==> src/rtl/stack_pkg.sv <==
// rtl/stack_pkg.sv - shared stack frame definitions for the push sequencer and pop-side accumulator
package stack_pkg;

    localparam int WORD_W     = 16;
    localparam int FLAGS_W    = 3;
    localparam int PC_W       = 32;
    localparam int CALL_WORDS = 2;
    localparam int INT_WORDS  = 3;

    typedef enum logic [2:0] {
        ST_IDLE       = 3'd0,
        ST_PUSH_FLAGS = 3'd1,
        ST_PUSH_HI    = 3'd2,
        ST_PUSH_LO    = 3'd3,
        ST_FINISH     = 3'd4
    } push_state_e;

    // Encoded in pop order: the pop side reads PC low first, flags last.
    typedef enum logic [1:0] {
        WSEL_PC_LO = 2'd0,
        WSEL_PC_HI = 2'd1,
        WSEL_FLAGS = 2'd2
    } word_sel_e;

    function automatic logic [WORD_W-1:0] frame_word(
        input word_sel_e           sel,
        input logic [PC_W-1:0]     pc,
        input logic [FLAGS_W-1:0]  flags
    );
        logic [WORD_W-1:0] w;
        case (sel)
            WSEL_PC_LO: w = pc[WORD_W-1:0];
            WSEL_PC_HI: w = pc[PC_W-1:WORD_W];
            WSEL_FLAGS: w = {{(WORD_W-FLAGS_W){1'b0}}, flags};
            default:    w = '0;
        endcase
        return w;
    endfunction

endpackage

==> src/rtl/stack_push_sequencer.sv <==
// rtl/stack_push_sequencer.sv - pushes CALL/INT return frames onto the stack; optional STACK_OVF_CHECK_EN limit check
module stack_push_sequencer
    import stack_pkg::*;
#(
    parameter int                ADDR_W   = 32,
    parameter logic [ADDR_W-1:0] SP_LIMIT = '0
) (
    input  logic               clk,
    input  logic               rst,
    input  logic               start,
    input  logic               push_flags,
    input  logic [31:0]        pc_in,
    input  logic [2:0]         flags_in,
    input  logic [ADDR_W-1:0]  sp_in,
    input  logic               mem_ack,
    output logic               mem_we,
    output logic [ADDR_W-1:0]  mem_addr,
    output logic [15:0]        mem_wdata,
    output logic               sp_we,
    output logic [ADDR_W-1:0]  sp_out,
    output logic               busy,
    output logic               done,
    output logic               ovf
);

    localparam logic [ADDR_W-1:0] SP_STEP = {{(ADDR_W-1){1'b0}}, 1'b1};

    push_state_e          state, state_nx;
    word_sel_e            wsel;
    logic [PC_W-1:0]      pc_q;
    logic [FLAGS_W-1:0]   flags_q;
    logic [ADDR_W-1:0]    sp_cur;
    logic                 accept;
    logic                 word_done;

    assign accept    = (state == ST_IDLE) && start;
    assign word_done = mem_we && mem_ack;

`ifdef STACK_OVF_CHECK_EN
    // The frame needs n free words from sp_in downwards, so the lowest written
    // address sp_in-(n-1) must not fall below SP_LIMIT.
    logic [ADDR_W-1:0] frame_span;
    logic [ADDR_W-1:0] sp_floor;
    logic              ovf_hit;
    logic              ovf_q;

    assign frame_span = push_flags ? ADDR_W'(INT_WORDS - 1) : ADDR_W'(CALL_WORDS - 1);
    assign sp_floor   = SP_LIMIT + frame_span;
    assign ovf_hit    = sp_in < sp_floor;

    always_ff @(posedge clk) begin
        if (rst) begin
            ovf_q <= 1'b0;
        end else if (accept) begin
            ovf_q <= ovf_hit;
        end
    end
`else
    logic unused_sp_limit;
    assign unused_sp_limit = ^SP_LIMIT;
`endif

    always_ff @(posedge clk) begin
        if (rst) begin
            state   <= ST_IDLE;
            pc_q    <= '0;
            flags_q <= '0;
            sp_cur  <= '0;
        end else begin
            state <= state_nx;
            if (accept) begin
                pc_q    <= pc_in;
                flags_q <= flags_in;
                sp_cur  <= sp_in;
            end else if (word_done) begin
                sp_cur <= sp_cur - SP_STEP;
            end
        end
    end

    always_comb begin
        state_nx = state;
        mem_we   = 1'b0;
        wsel     = WSEL_PC_LO;
        sp_we    = 1'b0;
        done     = 1'b0;
        ovf      = 1'b0;
        busy     = (state != ST_IDLE);

        case (state)
            ST_IDLE: begin
                if (start) begin
`ifdef STACK_OVF_CHECK_EN
                    if (ovf_hit)
                        state_nx = ST_FINISH;
                    else
`endif
                        state_nx = push_flags ? ST_PUSH_FLAGS : ST_PUSH_HI;
                end
            end
            ST_PUSH_FLAGS: begin
                mem_we = 1'b1;
                wsel   = WSEL_FLAGS;
                if (mem_ack) state_nx = ST_PUSH_HI;
            end
            ST_PUSH_HI: begin
                mem_we = 1'b1;
                wsel   = WSEL_PC_HI;
                if (mem_ack) state_nx = ST_PUSH_LO;
            end
            ST_PUSH_LO: begin
                mem_we = 1'b1;
                wsel   = WSEL_PC_LO;
                if (mem_ack) state_nx = ST_FINISH;
            end
            ST_FINISH: begin
                done     = 1'b1;
                state_nx = ST_IDLE;
`ifdef STACK_OVF_CHECK_EN
                sp_we = !ovf_q;
                ovf   = ovf_q;
`else
                sp_we = 1'b1;
`endif
            end
            default: state_nx = ST_IDLE;
        endcase
    end

    // Address and SP buses stay at zero outside their strobes.
    assign mem_addr  = mem_we ? sp_cur : '0;
    assign mem_wdata = mem_we ? frame_word(wsel, pc_q, flags_q) : '0;
    assign sp_out    = sp_we ? sp_cur : '0;

endmodule

==> config.mk <==
export PLATFORM = sky130hd
export DESIGN_NAME = stack_push_sequencer
export DESIGN_NICKNAME = d
export VERILOG_FILES = /design/src/rtl/stack_pkg.sv /design/src/rtl/stack_push_sequencer.sv
export SDC_FILE = /design/constraint.sdc
export NUM_CORES = 1
export LEC_CHECK = 0
export CAP_MARGIN = 15
export CORE_MARGIN = 2
export CORE_UTILIZATION = 44
export DETAILED_ROUTE_END_ITERATION = 10
export GPL_TIMING_DRIVEN = 0
export PLACE_DENSITY = 0.78
export SLEW_MARGIN = 20
export SYNTH_ARGS = -nofsm -noshare
export SYNTH_HDL_FRONTEND = slang
export SYNTH_SLANG_ARGS = --single-unit
export TNS_END_PERCENT = 20
==> constraint.sdc <==
create_clock -name clk -period 2.43 [get_ports clk]
set_input_delay 0.486 -clock clk [delete_from_list [all_inputs] [get_ports clk]]
set_output_delay 0.486 -clock clk [all_outputs]
set_load 0.03 [all_outputs]
==> run summary <==
Quick summary of the implementation run below.

The portion of total power attributed to the clock network came out at 27.8%. The synthesis report lists the most area-consuming cells as sky130_fd_sc_hd__dfxtp_1 (37%), sky130_fd_sc_hd__and2_1 (10%), sky130_fd_sc_hd__nand2_1 (8.1%). The number of hold-slack violations in the final timing report is 0. The internal reg-to-reg setup slack is 120 ps. STA classifies the critical path startpoint as a register.

The internal power summed over all cells is 2.23 mW. The worst slack at placement came out at -878 ps. The most congested layer reported by global routing is met2. The critical path's largest stage delay came out at 420 ps. At the worst endpoint, the required time is 1940 ps.

Overall routing resource usage recorded by global route was 26.0%. The global-route track usage on met2 is 44.7%. The worst hold path stage count is 2.

The cell sequence reported for the critical path is clkbuf_4 > mux2_2 > a22oi_1 > nor2_1 > dlygate4sd2_1. The number of global-route vias before repair is 4,107. The fraction of final layout cells with drive strength greater than 1 is 16.8%. The script logs the mean routed wire length per placed instance as 15.8 µm. The switching power share of the total is 36.6%. The via count is 4,192.

The run finished with clean final reports. STA shows the worst reg2reg path with a cell count of 5. The critical path is of the register to output port type. The static leakage came out at 2.24 nW. The routed length on met3 came out at 917 µm. Looking at the reg2reg group, the worst path starts from sp_cur[24]$_SDFFE_PP0P_. The final critical delay including setup and external delays came out at 2410 ps. The number of flip-flops and latches in the synthesized netlist is 70.

Counting along the longest clock path gives a buffer depth of 2. Per the detailed placement report, the placed cell area equals 5500 µm². The group with the largest share of power is registers. The placement summary gives the final routability congestion estimate as 0.856. The critical path's slowest stage uses the library cell sky130_fd_sc_hd__dfxtp_2.

The ratio of routed vias to standard cells came out at 5.37. STA classifies the critical path endpoint as an output port. Synthesis handed over a netlist of 502 instances. The worst hold margin is 458 ps. Setup repair after global routing could not meet its margin everywhere. The area growth from synthesis to layout came out at 47.3%. The critical path depth is 5.

For this run, the post-layout net count is 741. The detailed-router iteration count before antenna repair came out at 5. The async set or reset register ratio after synthesis is 0%. The fill cell instance count of the final layout is 782. The power report attributes to the sequential group a share of 39.9%. The height of the die is 97.4 µm. The number of non-filler instances in the completed layout is 781.

For this configuration, the core starts out at a cell density of 44.6%. The horizontal extent of the die is 97.4 µm. TritonCTS built the clock tree. The routed design has 12,400 µm of wire. Along the critical path, the tally of buffer and inverter instances is 2. In the post-route analysis, the smallest setup slack over all paths is 17.0 ps.

The chip footprint is 9480 µm². The number of antenna violations at the first check in global routing is 0. Before any placement, the netlist area is recorded as 3840 µm².

The yosys-reported design area after synthesis is 3840 µm². The slew check shows that the tightest pin keeps a relative margin of 30.7%. The final report lists the setup-violating endpoint count as 0.

The number of gates given a new drive strength after cts came out at 207. The net switching power figure is 1.29 mW. In this run the post-CTS setup repair buffer count came out at 2. The total power density per cell area came out at 623 nW/µm². The flow reports an fmax of 414 MHz.

The cell sitting at the root of the clock tree is a sky130_fd_sc_hd__clkbuf_8. After layout, the worst path uses 99.3% of the clock period. The antenna diode count is 0.

Per the synthesis report, the number of distinct cell types is 50. The met1 layer usage reported by global route is 31.4%. The post-detailed-placement half-perimeter wirelength is 9150 µm. After detailed routing, the wire length on met1 is 5330 µm.

The wire length of the first global-routing pass came out at 20,000 µm. The post-route cell area came out at 5650 µm². Entering global routing, the biggest net connects 15 pins.

The type recorded for the worst min-delay path is register to register. The DRC violation count after routing came out at 0.
[cell type report]
class | instances | area [µm²] | share of cell area (%)
Tap cell | 108 | 135 | 2.39
Multi-Input combinational cell | 386 | 2280 | 40.4
Buffer | 43 | 210 | 3.72
Sequential cell | 70 | 1400 | 24.8
Timing Repair Buffer | 155 | 1410 | 24.9
Inverter | 3 | 11.3 | 0.199
Clock inverter | 7 | 80.1 | 1.42
Clock buffer | 9 | 124 | 2.19
[kinds of logic after synthesis]
family	count (synthesis)	synth area share, %
flip-flops	70	36.5
adder cells (fa/ha/maj)	1	0.326
AND-OR/OR-AND	90	14.8
multiplexers	18	4.86
buffers and inverters	46	4.79
AND/OR/NAND/NOR	258	34.5
XOR/XNOR	18	4.11
other	1	0.0978
Fig. 1: gate families picked out
The bar under the picture is 20 µm long.
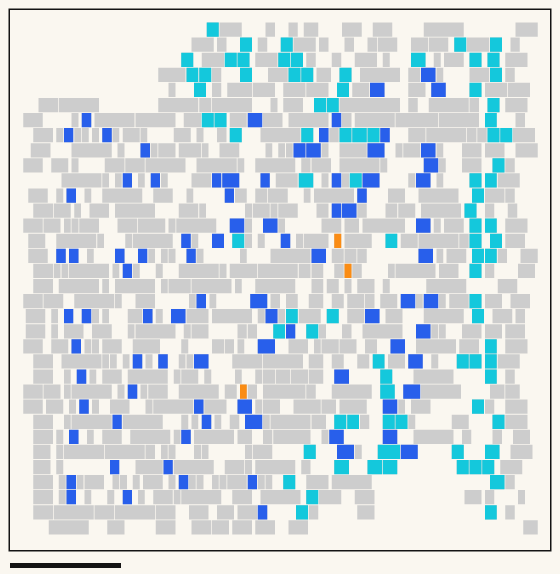
AND and OR gates -> cyan  # cells 87
inverters -> orange  # cells 3
inverting AOI/OAI gates -> blue  # cells 87

Fig. 2: clock nets
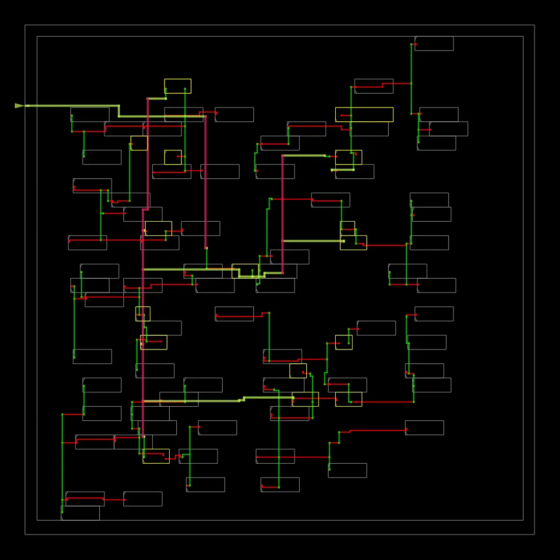
power consumed by the clock network: 0.979 mW
setup clock skew after layout: 7.52 ps
CTS buffer count: 9
Worst-Skew Late Latency: 350 ps
sink count of the clock tree: 70

Fig. 3: wiring by layer
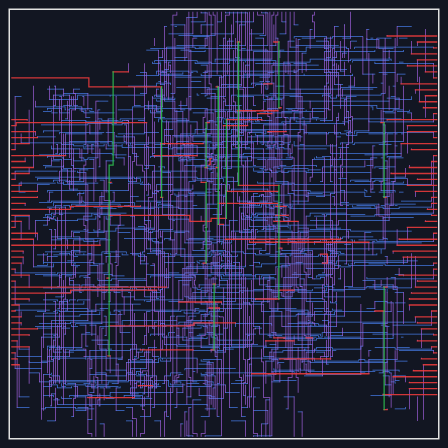
metal 4 -> green  # wire length 306 µm
metal 3 -> red  # wire length 917 µm
metal 2 -> purple  # wire length 5,830 µm
metal 1 -> blue  # wire length 5,330 µm

No activity file was given, so power comes from the tool's default toggle rates.
